[src/rtl/controle_linha_engarrafamento_pkg.sv]
// Shared definitions for the bottling line sequencer: state codes shown on the
// display, default timing constants and the estado width.
package controle_linha_engarrafamento_pkg;

    localparam int ESTADO_W              = 3;
    localparam int T_ENCHE_PADRAO        = 8;
    localparam int T_VEDA_PADRAO         = 4;
    localparam int T_MAX_ESTEIRA_PADRAO  = 15;
    localparam int TIMER_W_PADRAO        = 4;

    typedef enum logic [ESTADO_W-1:0] {
        IDLE         = 3'd0,
        ESTEIRA      = 3'd1,
        ENCHE        = 3'd2,
        ESPERA_ROLHA = 3'd3,
        VEDA         = 3'd4,
        CONTA        = 3'd5,
        FALHA        = 3'd6
    } estado_e;

endpackage

[src/rtl/controle_linha_engarrafamento_sincronizador_borda.sv]
// Two-flop synchronizer for an asynchronous input followed by a rising-edge
// detector that yields a one-clk pulse per low-to-high transition.
module sincronizador_borda (
    input  logic clk,
    input  logic rst_n,
    input  logic d_i,
    output logic borda_o
);

    logic meta_q;
    logic sinc_q;
    logic ant_q;

    always_ff @(posedge clk or negedge rst_n) begin
        if (!rst_n) begin
            meta_q <= 1'b0;
            sinc_q <= 1'b0;
            ant_q  <= 1'b0;
        end else begin
            meta_q <= d_i;
            sinc_q <= meta_q;
            ant_q  <= sinc_q;
        end
    end

    assign borda_o = sinc_q & ~ant_q;

endmodule

[src/rtl/controle_linha_engarrafamento.sv]
// Sequencer for one bottle at a time: conveyor, fill valve and corker, with
// cork/bottle pulses for the counter stage and a fault/out-of-corks alarm.
module controle_linha_engarrafamento
    import controle_linha_engarrafamento_pkg::*;
#(
    parameter int T_ENCHE       = T_ENCHE_PADRAO,
    parameter int T_VEDA        = T_VEDA_PADRAO,
    parameter int T_MAX_ESTEIRA = T_MAX_ESTEIRA_PADRAO,
    parameter int TIMER_W       = TIMER_W_PADRAO
) (
    input  logic                clk,
    input  logic                rst_n,
    input  logic                tick,
    input  logic                start,
    input  logic                sensor_garrafa,
    input  logic                rolha_disp,
    output logic                motor,
    output logic                valvula,
    output logic                vedador,
    output logic                pulso_rolha,
    output logic                pulso_garrafa,
    output logic                alarme,
    output logic [ESTADO_W-1:0] estado
);

    if (TIMER_W < 1 || TIMER_W > 16 ||
        T_ENCHE < 1 || T_ENCHE > (2**TIMER_W) - 1 ||
        T_VEDA < 1 || T_VEDA > (2**TIMER_W) - 1 ||
        T_MAX_ESTEIRA < 1 || T_MAX_ESTEIRA > (2**TIMER_W) - 1) begin : g_param_invalido
        $error("controle_linha_engarrafamento: timing constant does not fit in TIMER_W bits");
    end

    localparam logic [TIMER_W-1:0] LIM_ENCHE   = TIMER_W'(T_ENCHE);
    localparam logic [TIMER_W-1:0] LIM_VEDA    = TIMER_W'(T_VEDA);
    localparam logic [TIMER_W-1:0] LIM_ESTEIRA = TIMER_W'(T_MAX_ESTEIRA);

    estado_e            state_q, state_d;
    logic [TIMER_W-1:0] timer_q, timer_d, timer_inc;
    logic               start_meta_q, start_sinc_q;
    logic               sensor_borda;
    logic               motor_q, motor_d;
    logic               valvula_q, valvula_d;
    logic               vedador_q, vedador_d;
    logic               pulso_rolha_q, pulso_rolha_d;
    logic               pulso_garrafa_q, pulso_garrafa_d;
    logic               alarme_q, alarme_d;
    logic               expira_enche, expira_veda, expira_esteira;

    // start only needs a level, so it gets a plain two-flop path
    always_ff @(posedge clk or negedge rst_n) begin
        if (!rst_n) begin
            start_meta_q <= 1'b0;
            start_sinc_q <= 1'b0;
        end else begin
            start_meta_q <= start;
            start_sinc_q <= start_meta_q;
        end
    end

    sincronizador_borda u_sinc_sensor (
        .clk     (clk),
        .rst_n   (rst_n),
        .d_i     (sensor_garrafa),
        .borda_o (sensor_borda)
    );

    // A limit expires on the tick that brings the timer up to it, so a state
    // with limit N occupies exactly N tick periods.
    assign timer_inc      = (tick && (timer_q != '1)) ? timer_q + TIMER_W'(1) : timer_q;
    assign expira_enche   = tick && (timer_inc == LIM_ENCHE);
    assign expira_veda    = tick && (timer_inc == LIM_VEDA);
    assign expira_esteira = tick && (timer_inc == LIM_ESTEIRA);

    always_comb begin
        state_d = state_q;
        unique case (state_q)
            IDLE: begin
                if (start_sinc_q) state_d = ESTEIRA;
            end
            ESTEIRA: begin
                if (sensor_borda)        state_d = ENCHE;
                else if (expira_esteira) state_d = FALHA;
                else if (!start_sinc_q)  state_d = IDLE;
            end
            ENCHE: begin
                if (expira_enche) state_d = rolha_disp ? VEDA : ESPERA_ROLHA;
            end
            ESPERA_ROLHA: begin
                if (rolha_disp) state_d = VEDA;
            end
            VEDA: begin
                if (expira_veda) state_d = CONTA;
            end
            CONTA: begin
                state_d = start_sinc_q ? ESTEIRA : IDLE;
            end
            FALHA: begin
                if (!start_sinc_q) state_d = IDLE;
            end
            default: state_d = IDLE;
        endcase

        timer_d = (state_d != state_q) ? '0 : timer_inc;

        // Outputs are decoded from the next state so the registered copies line up with state_q
        motor_d         = (state_d == ESTEIRA);
        valvula_d       = (state_d == ENCHE);
        vedador_d       = (state_d == VEDA);
        alarme_d        = (state_d == ESPERA_ROLHA) || (state_d == FALHA);
        pulso_rolha_d   = (state_d == VEDA) && (state_q != VEDA);
        pulso_garrafa_d = (state_d == CONTA);
    end

    always_ff @(posedge clk or negedge rst_n) begin
        if (!rst_n) begin
            state_q         <= IDLE;
            timer_q         <= '0;
            motor_q         <= 1'b0;
            valvula_q       <= 1'b0;
            vedador_q       <= 1'b0;
            alarme_q        <= 1'b0;
            pulso_rolha_q   <= 1'b0;
            pulso_garrafa_q <= 1'b0;
        end else begin
            state_q         <= state_d;
            timer_q         <= timer_d;
            motor_q         <= motor_d;
            valvula_q       <= valvula_d;
            vedador_q       <= vedador_d;
            alarme_q        <= alarme_d;
            pulso_rolha_q   <= pulso_rolha_d;
            pulso_garrafa_q <= pulso_garrafa_d;
        end
    end

    assign motor         = motor_q;
    assign valvula       = valvula_q;
    assign vedador       = vedador_q;
    assign alarme        = alarme_q;
    assign pulso_rolha   = pulso_rolha_q;
    assign pulso_garrafa = pulso_garrafa_q;
    assign estado        = state_q;

endmodule

[config.mk]
export PLATFORM = sky130hd
export DESIGN_NAME = controle_linha_engarrafamento
export DESIGN_NICKNAME = d
export VERILOG_FILES = /design/src/rtl/controle_linha_engarrafamento_pkg.sv /design/src/rtl/controle_linha_engarrafamento_sincronizador_borda.sv /design/src/rtl/controle_linha_engarrafamento.sv
export SDC_FILE = /design/constraint.sdc
export NUM_CORES = 1
export LEC_CHECK = 0
export ABC_AREA = 0
export CAP_MARGIN = 20
export CORE_ASPECT_RATIO = 0.9
export CORE_MARGIN = 2
export CORE_UTILIZATION = 38
export CTS_CLUSTER_SIZE = 10
export DETAILED_ROUTE_END_ITERATION = 10
export PLACE_DENSITY_LB_ADDON = 0.3
export SLEW_MARGIN = 20
export SYNTH_ARGS = -nofsm -noshare
export SYNTH_HDL_FRONTEND = slang
export SYNTH_SLANG_ARGS = --single-unit
[constraint.sdc]
create_clock -name clk -period 5.91 [get_ports clk]
set_input_delay 0.8865 -clock clk [delete_from_list [all_inputs] [get_ports clk]]
set_output_delay 0.8865 -clock clk [all_outputs]
set_load 0.1 [all_outputs]
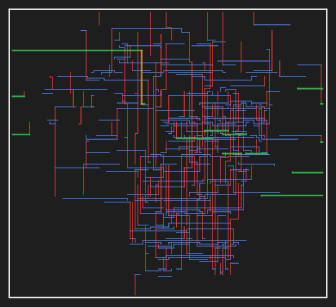
*Routed metal, one colour a layer, run 1*
| layer | colour | wire length |
|---|---|---|
| metal 2 | red | 856 um |
| metal 1 | blue | 902 um |
| metal 4 | orange | 9.50 um |
| metal 3 | green | 70.8 um |

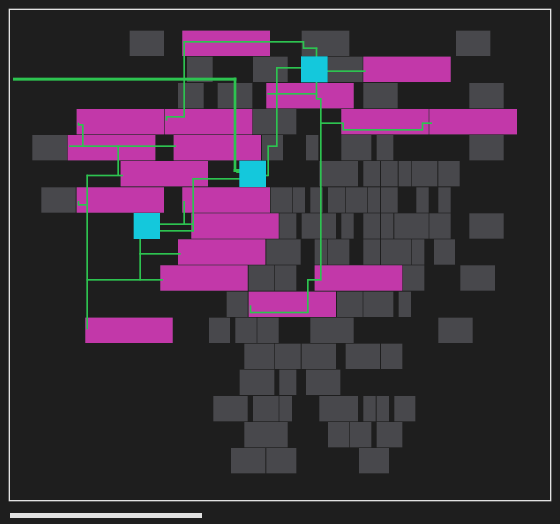
*Clock distribution, run 1*
Scale bar: 20 um.
[clock wires] green | length: 212 um
[flip-flops] magenta | count: 18
[clock drivers] cyan | count: 3
routed clock nets: 4

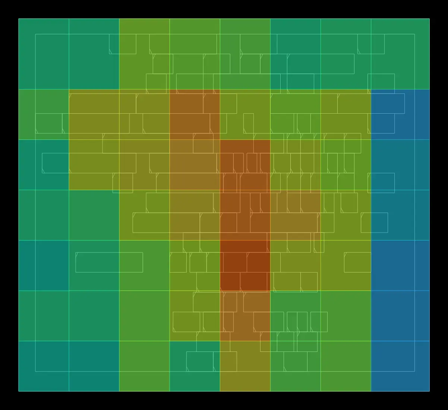
*Congestion heat map, run 1*
GRT busiest layer: met2
fin util: 46.7%
wire per inst: 13.9 um

==> flow_metrics.tcl, run 1 <==
# metrics dict for downstream scripts
set metrics [dict create \
    logic_area_um2 457 \
    peakVddDrop_uv 425 \
    crit_fanout 11 \
    wl_met3_um 70 \
    clockBufferDepth 2 \
    regArea_um2 450 \
    drv_cap 0 \
    via_per_inst 5.61 \
    critPathTopFamily "buffers and inverters" \
    grt_util_met2_pct 22.4 \
    grt_max_degree 19 \
    xor_share_pct 0.936 \
    crit_path_start "estado[0]$_DFF_PN0_" \
    outcome "complete, no violations" \
    antenna_found_initial 0 \
    overflow 0 \
    fin_tns_setup_ns 0 \
    synth-seq-cells 18 \
    worstHoldStart "start_meta_q$_DFF_PN0_" \
    ys_area_um2 936 \
    worstSkewPairLatency_ns 0.29 \
    mux_share_pct 6.42 \
    synth_simple_gate_area_share_pct 28.2 \
    topCombFamilyByArea "simple AND/OR/NAND/NOR gates" \
    dieHeight_um 51.1 \
    floorplan.core_util_pct 38.9 \
    worstPathArrival_ns 2.01 \
    pin_count 15 \
    drive_gt1_share_pct 8.65 \
    hp-class "reg2reg" \
    cts_tree "done" \
    start_kind "flop" \
    vias 740 \
    cp_num_buf_inv 1 \
    fill_cells 229 \
    hold_viol 0 \
    port_buffers 14 \
    cts.sinks 18 \
    drtAntennaViolNets 0 \
    cts_buffers 3 \
    synth.cell_area_um2 936 \
    reg2regPathDepth 7 \
    die_w_um 56.3 \
    route.met2.wl_um 855 \
    rr_endpoint "vedador$_DFF_PN0_" \
    routed_wl_um 1840 \
    max_stage_delay_ns 1.20 \
    ys_cells 90 \
    fin_nets 112 \
    worstPathRequired_ns 5.02 \
    drc 0 \
    diodes 0 \
    worstSetupPathDepth 1 \
    cts_hold_buf 0 \
    clock.fmax_ghz 0.345 \
    tightest_slew_ns 0.968 \
    dp_hpwl_um 1360 \
    syn_inst 90 \
    post-route-min-period_ns 2.90 \
    cp_slowest_cell "clkdlybuf4s50_1" \
    cts.repair.resized 0 \
    grt_pass1_vias 630 \
    grt_pass1_wl_um 3110 \
    finalWorstSetupSlack_ns 3.01 \
    max_slew_margin_pct 35.3 \
    powerDensity_nw_per_um2 532 \
    rsz0062_at_grt "no" \
    hold_end "start_sinc_q$_DFF_PN0_" \
    core_area_um2 2400 \
    crit_chain "clkdlybuf4s50_1" \
    dr.pass1.iters 4 \
    reg2reg_slack_ns 3.60 \
    row_count 17 \
    syn2layout_area_growth_pct 19.9 \
    yosys.area_share.adder_pct 1.34 \
    top_layer "met4" \
    slew_violations 0 \
    drt_iter0_drc 13 \
    crit_path_end_kind "output pin" \
    syn_nets 97 \
]
==> run 1: stage by stage <==
stage               hold slack (ns)  utilization (%)  area [um^2]  instances
global route                  0.363             46.7         1120        132
global placement              0.333             45.2         1090        128
finish                        0.356             46.7         1120        132
CTS                           0.360             46.7         1120        132
detailed placement            0.338             45.2         1090        128
floorplan                     0.331                -          936         90
==> run 1: cell usage after synthesis <==
| cell type | number | area share (%) |
|---|---|---|
| a211o_1 | 1 | 0.94 |
| a21o_1 | 1 | 0.80 |
| a21oi_1 | 3 | 1.6 |
| a311o_2 | 1 | 1.2 |
| a32o_1 | 1 | 1.1 |
| and2_1 | 1 | 0.67 |
| and3_4 | 1 | 1.2 |
| and3b_1 | 1 | 0.94 |
| buf_2 | 2 | 1.1 |
| buf_4 | 2 | 1.6 |
| dfrtp_1 | 18 | 48 |
| ha_1 | 1 | 1.3 |
| inv_1 | 1 | 0.40 |
| mux2i_1 | 6 | 6.4 |
| nand2_1 | 10 | 4.0 |
| nand2b_1 | 6 | 4.0 |
| nand3_1 | 1 | 0.53 |
| nand3b_1 | 3 | 2.4 |
| nand4_1 | 2 | 1.3 |
| nor2_1 | 4 | 1.6 |
| nor2b_1 | 1 | 0.67 |
| nor3_1 | 2 | 1.1 |
| nor3_2 | 1 | 1.1 |
| nor3b_1 | 3 | 2.4 |
| nor3b_2 | 2 | 2.7 |
| nor4_1 | 4 | 2.7 |
| nor4b_1 | 1 | 0.94 |
| o2111ai_1 | 1 | 0.94 |
| o21a_1 | 1 | 0.80 |
| o21ai_0 | 3 | 1.6 |
| o221ai_1 | 1 | 0.94 |
| o22ai_1 | 3 | 2.0 |
| xor2_1 | 1 | 0.94 |
==> run 1: placed cells by master (no fill, tap or decap), drive strengths merged <==
cell           Yosys  final
a32o               1      1
nor4b              1      1
o22ai              3      3
and3               1      1
o21ai              3      3
nor3b              5      5
o221ai             1      1
and3b              1      1
nand3b             3      3
o2111ai            1      1
ha                 1      1
nor2b              1      1
a211o              1      1
nor3               3      3
o21a               1      1
nand2             10     10
nand4              2      2
nand3              1      1
nor2               4      4
inv                1      1
a21oi              3      3
clkbuf             0      4
xor2               1      1
nand2b             6      6
and2               1      1
a311o              1      1
mux2i              6      6
clkdlybuf4s50      0     14
dfrtp             18     18
a21o               1      1
nor4               4      4
==> run 1: final cells by class <==
class / count / area share [%]
Sequential cell: 18 / 40.1
Multi-Input combinational cell: 67 / 40.7
Tap cell: 28 / 3.12
Clock buffer: 4 / 3.23
Inverter: 1 / 0.334
Timing Repair Buffer: 14 / 12.5
==> run 1: flip-flops by register name, indices dropped and copies added, names as in the netlist <==
signal / count
timer_q: 4
estado: 3
alarme: 1
motor: 1
pulso_garrafa: 1
pulso_rolha: 1
start_meta_q: 1
start_sinc_q: 1
u_sinc_sensor.ant_q: 1
u_sinc_sensor.meta_q: 1
u_sinc_sensor.sinc_q: 1
valvula: 1
vedador: 1
==> run 1: report_power, final <==
group	total (mW)	switching, mW	internal [mW]
clock network	0.0732	0.0357	0.0375
logic	0.330	0.232	0.0984
registers	0.193	0.0427	0.151
total	0.597	0.310	0.287
### Met3 routing, run 1

Scale bar: 20 um. Cells faint in the background.
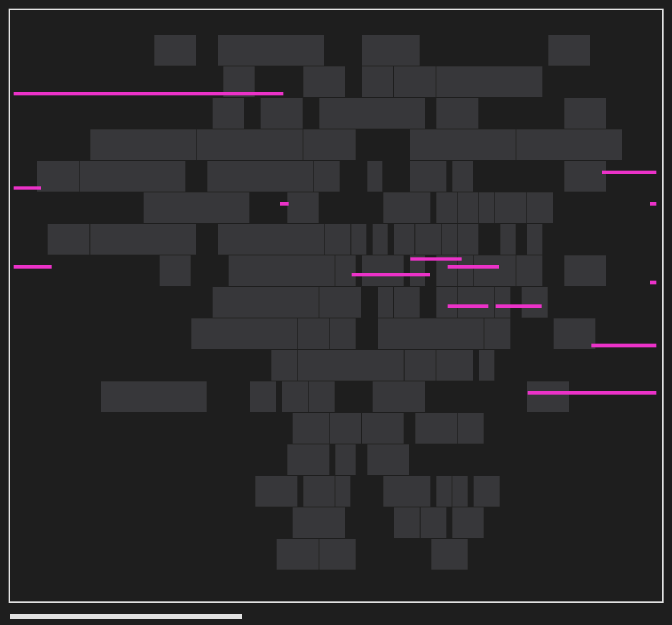

--- run 2 (diff from run 1) ---
==> constraint.sdc (replaced) <==
create_clock -name clk -period 2.5 [get_ports clk]
set_input_delay 0.375 -clock clk [delete_from_list [all_inputs] [get_ports clk]]
set_output_delay 0.375 -clock clk [all_outputs]
set_load 0.1 [all_outputs]
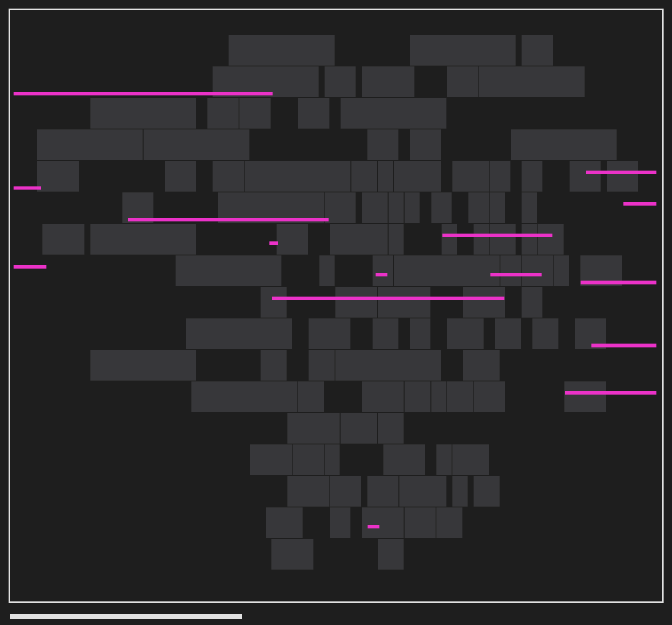
*Met3 routing, run 2*
Scale bar: 20 um. Cells faint in the background.
nets with wire on the layer: 13
main direction: horizontal
share of all routed wire: 5.7%
wire length on this layer: 106 um
longest straight run: 22.1 um
via count: 753
met3 usage: 5.57%
Routed Wire Length: 1850 um

==> run 2 against run 1 <==
- clock-buffer cell count did not move
- wire length increased by 0.71%
- die size stayed put
- worst hold slack worse by 0.0017 ns
- global-route usage down 0.29 points
- sequential power grew 130%
- largest cell class unchanged
==> flow_metrics.tcl, run 2 <==
# metrics dict for downstream scripts
set metrics [dict create \
    outcome "complete, no violations" \
    cts_tree "done" \
    syn2layout_area_growth_pct 19.1 \
    row_count 17 \
    report.final.setup_viol 0 \
    reg2regPathDepth 7 \
    rsz0062_at_grt "no" \
    largest_reg_flops 4 \
    synth_top_area_share_pct 48.1 \
    via_per_inst 5.62 \
    hold_end "u_sinc_sensor.sinc_q$_DFF_PN0_" \
    holdPathStages 0 \
    dr.pass1.iters 4 \
    synth-async-reset-ratio_pct 100 \
    reg2reg_slack_ns 0.25 \
    finalPower_mw 1.41 \
    aoi_share_pct 11.9 \
    drtAntennaViolNets 0 \
    clock.fmax_ghz 0.444 \
    fin_tns_setup_ns 0 \
    max_slew_margin_pct 45.6 \
    floorplan.core_util_pct 38.9 \
    cts-root-buf "clkbuf_4" \
    die_area_um2 2880 \
    diodes 0 \
    grt_pass1_vias 684 \
    finalWorstSetupSlack_ns 0.246 \
    synth_simple_gate_area_share_pct 28.2 \
    hp-class "reg2reg" \
    mux_share_pct 6.42 \
    antenna_found_initial 0 \
    crit_type "reg2reg" \
    pin_count 15 \
    start_kind "flop" \
    drt_iter0_drc 29 \
    peakVddDrop_uv 1100 \
    ys_area_um2 936 \
    fin_cells 134 \
    core_area_um2 2400 \
    drc 0 \
    yosys.area_share.adder_pct 1.34 \
    postSynthAreaPerCell_um2 10.4 \
    synth-seq-cells 18 \
    flop_cell "dfrtp_1" \
    worstPathArrival_ns 2.43 \
    clk_pin_slew_ns 0.09 \
    synth-edff-count 0 \
    port_buffers 14 \
    finClkSkew_ns 0.00812 \
    final_area_um2 1110 \
    synth.cell_area_um2 936 \
    drv_cap 0 \
    yosysWarnings 0 \
    cts_buffers 3 \
    dp.cells 130 \
    tightest_slew_ns 0.813 \
    ys_cells 90 \
    grt_max_degree 19 \
    rr_endpoint "timer_q[2]$_DFF_PN0_" \
    grt_util_met2_pct 19.8 \
    cts.repair.resized 0 \
    final_common_cell "dfrtp_1" \
    worstHoldStart "u_sinc_sensor.meta_q$_DFF_PN0_" \
    htreeDepth 1 \
    grt_usage_pct 14.0 \
    dieHeight_um 51.1 \
    max_flop_register "timer_q" \
    wire_per_inst_um 13.8 \
    slew_violations 0 \
    leakagePower_nw 0.487 \
    syn_inst 90 \
    synth.top_cells.by_area "dfrtp_1 (48%), mux2i_1 (6.4%), nand2_1 (4.0%), nand2b_1 (4.0%), nor3b_2 (2.7%)" \
    clockBufferDepth 2 \
    warnings 26 \
    drive_gt1_share_pct 18.9 \
    fin_nets 114 \
    topCombFamilyByArea "simple AND/OR/NAND/NOR gates" \
    hold_viol 0 \
    grt_pass1_wl_um 3110 \
    pre_cts_ws_ns 0.176 \
    met1_usage_pct 19.0 \
    cts_hold_buf 0 \
    cts.sinks 18 \
    finalCritPeriodShare_pct 90.1 \
    dp_hpwl_um 1340 \
    final_cell_mix "dfrtp_1 (18), buf_4 (11), nand2_1 (10)" \
    ys_types 33 \
    xor_share_pct 0.936 \
    grt.busiest_layer "met2" \
    synth.largest_area_cell "dfrtp_1" \
    crit_fanout 8 \
    worstPathRequired_ns 2.67 \
    post-route-min-period_ns 2.25 \
    overflow 0 \
    powerDensity_nw_per_um2 1260 \
    place.gp.congestion 0.787 \
    yosysMostFrequentCell "dfrtp_1" \
    worstSkewPairLatency_ns 0.29 \
    die_w_um 56.3 \
    cts_setup_buffers 0 \
    syn_nets 97 \
    place_area_um2 1080 \
    r2r_start "timer_q[1]$_DFF_PN0_" \
    crit_path_end_kind "flop" \
    top_cells_by_count "dfrtp_1 (18), nand2_1 (10), mux2i_1 (6), nand2b_1 (6)" \
    ys_seq_share_pct 48.1 \
]
## run 2: cell types whose count changed in the layout (fill, tap and decap cells not counted)
cell / change
buf_4: +11
clkdlybuf4s50_1: -9
## run 2: routing by layer
metal,wire length [um],part of all wire [%]
met1,900,49
met2,809,44
met3,105,5.7
met4,34,1.8
met5,0,0
## run 2: metrics by stage
step	hold slack (ns)	util, %
6_report	0.355	46.4
5_1_grt	0.367	46.4
4_1_cts	0.359	46.4
3_3_place_gp	0.333	44.9
3_5_place_dp	0.335	44.9
2_1_floorplan	0.0794	-
## run 2: report_power, final
| part | leakage [nW] | internal [mW] | switching, mW | total [mW] |
|---|---|---|---|---|
| registers | 0.231 | 0.356 | 0.0872 | 0.443 |
| clock network | 0.0210 | 0.0887 | 0.0867 | 0.175 |
| logic | 0.235 | 0.225 | 0.561 | 0.786 |
## run 2: worst max path at each step
stage | startpoint | to | slack (ns)
final | timer_q[1]$_DFF_PN0_ | timer_q[2]$_DFF_PN0_ | 0.25
after global routing | timer_q[1]$_DFF_PN0_ | timer_q[2]$_DFF_PN0_ | 0.07
after global placement | tick | timer_q[2]$_DFF_PN0_ | 0.22
after CTS | timer_q[1]$_DFF_PN0_ | timer_q[2]$_DFF_PN0_ | 0.26
after detailed placement | tick | timer_q[2]$_DFF_PN0_ | 0.18
after floorplan | estado[2]$_DFF_PN0_ | timer_q[0]$_DFF_PN0_ | 0.18
## run 2: worst max-delay path, cell delays in order, from the launching register on
cell	delay [ns]
dfrtp_1	0.49
ha_1	0.33
and3_4	0.24
mux2i_1	0.29
nor3b_2	0.09
nor3_2	0.21
mux2i_1	0.16
nor4_1	0.34
## run 2: area by class of cell
cell class	instances	area, um^2
Tap cell	28	35.0
Multi-Input combinational cell	67	457
Fill cell	227	1290
Inverter	1	3.75
Clock buffer	4	36.3
Sequential cell	18	450
Timing Repair Buffer	16	133
## run 2: cell families (layout without fill, tap and decap cells)
group	Yosys count	count (layout)
adders and majority gates	1	1
muxes	6	6
and+or+nand+nor	43	43
DFF	18	18
xor gates and xnor gates	1	1
AOI/OAI and AO/OA	16	16
buffers and inverters	5	21
No activity file was given, so power comes from the tool's default toggle rates.
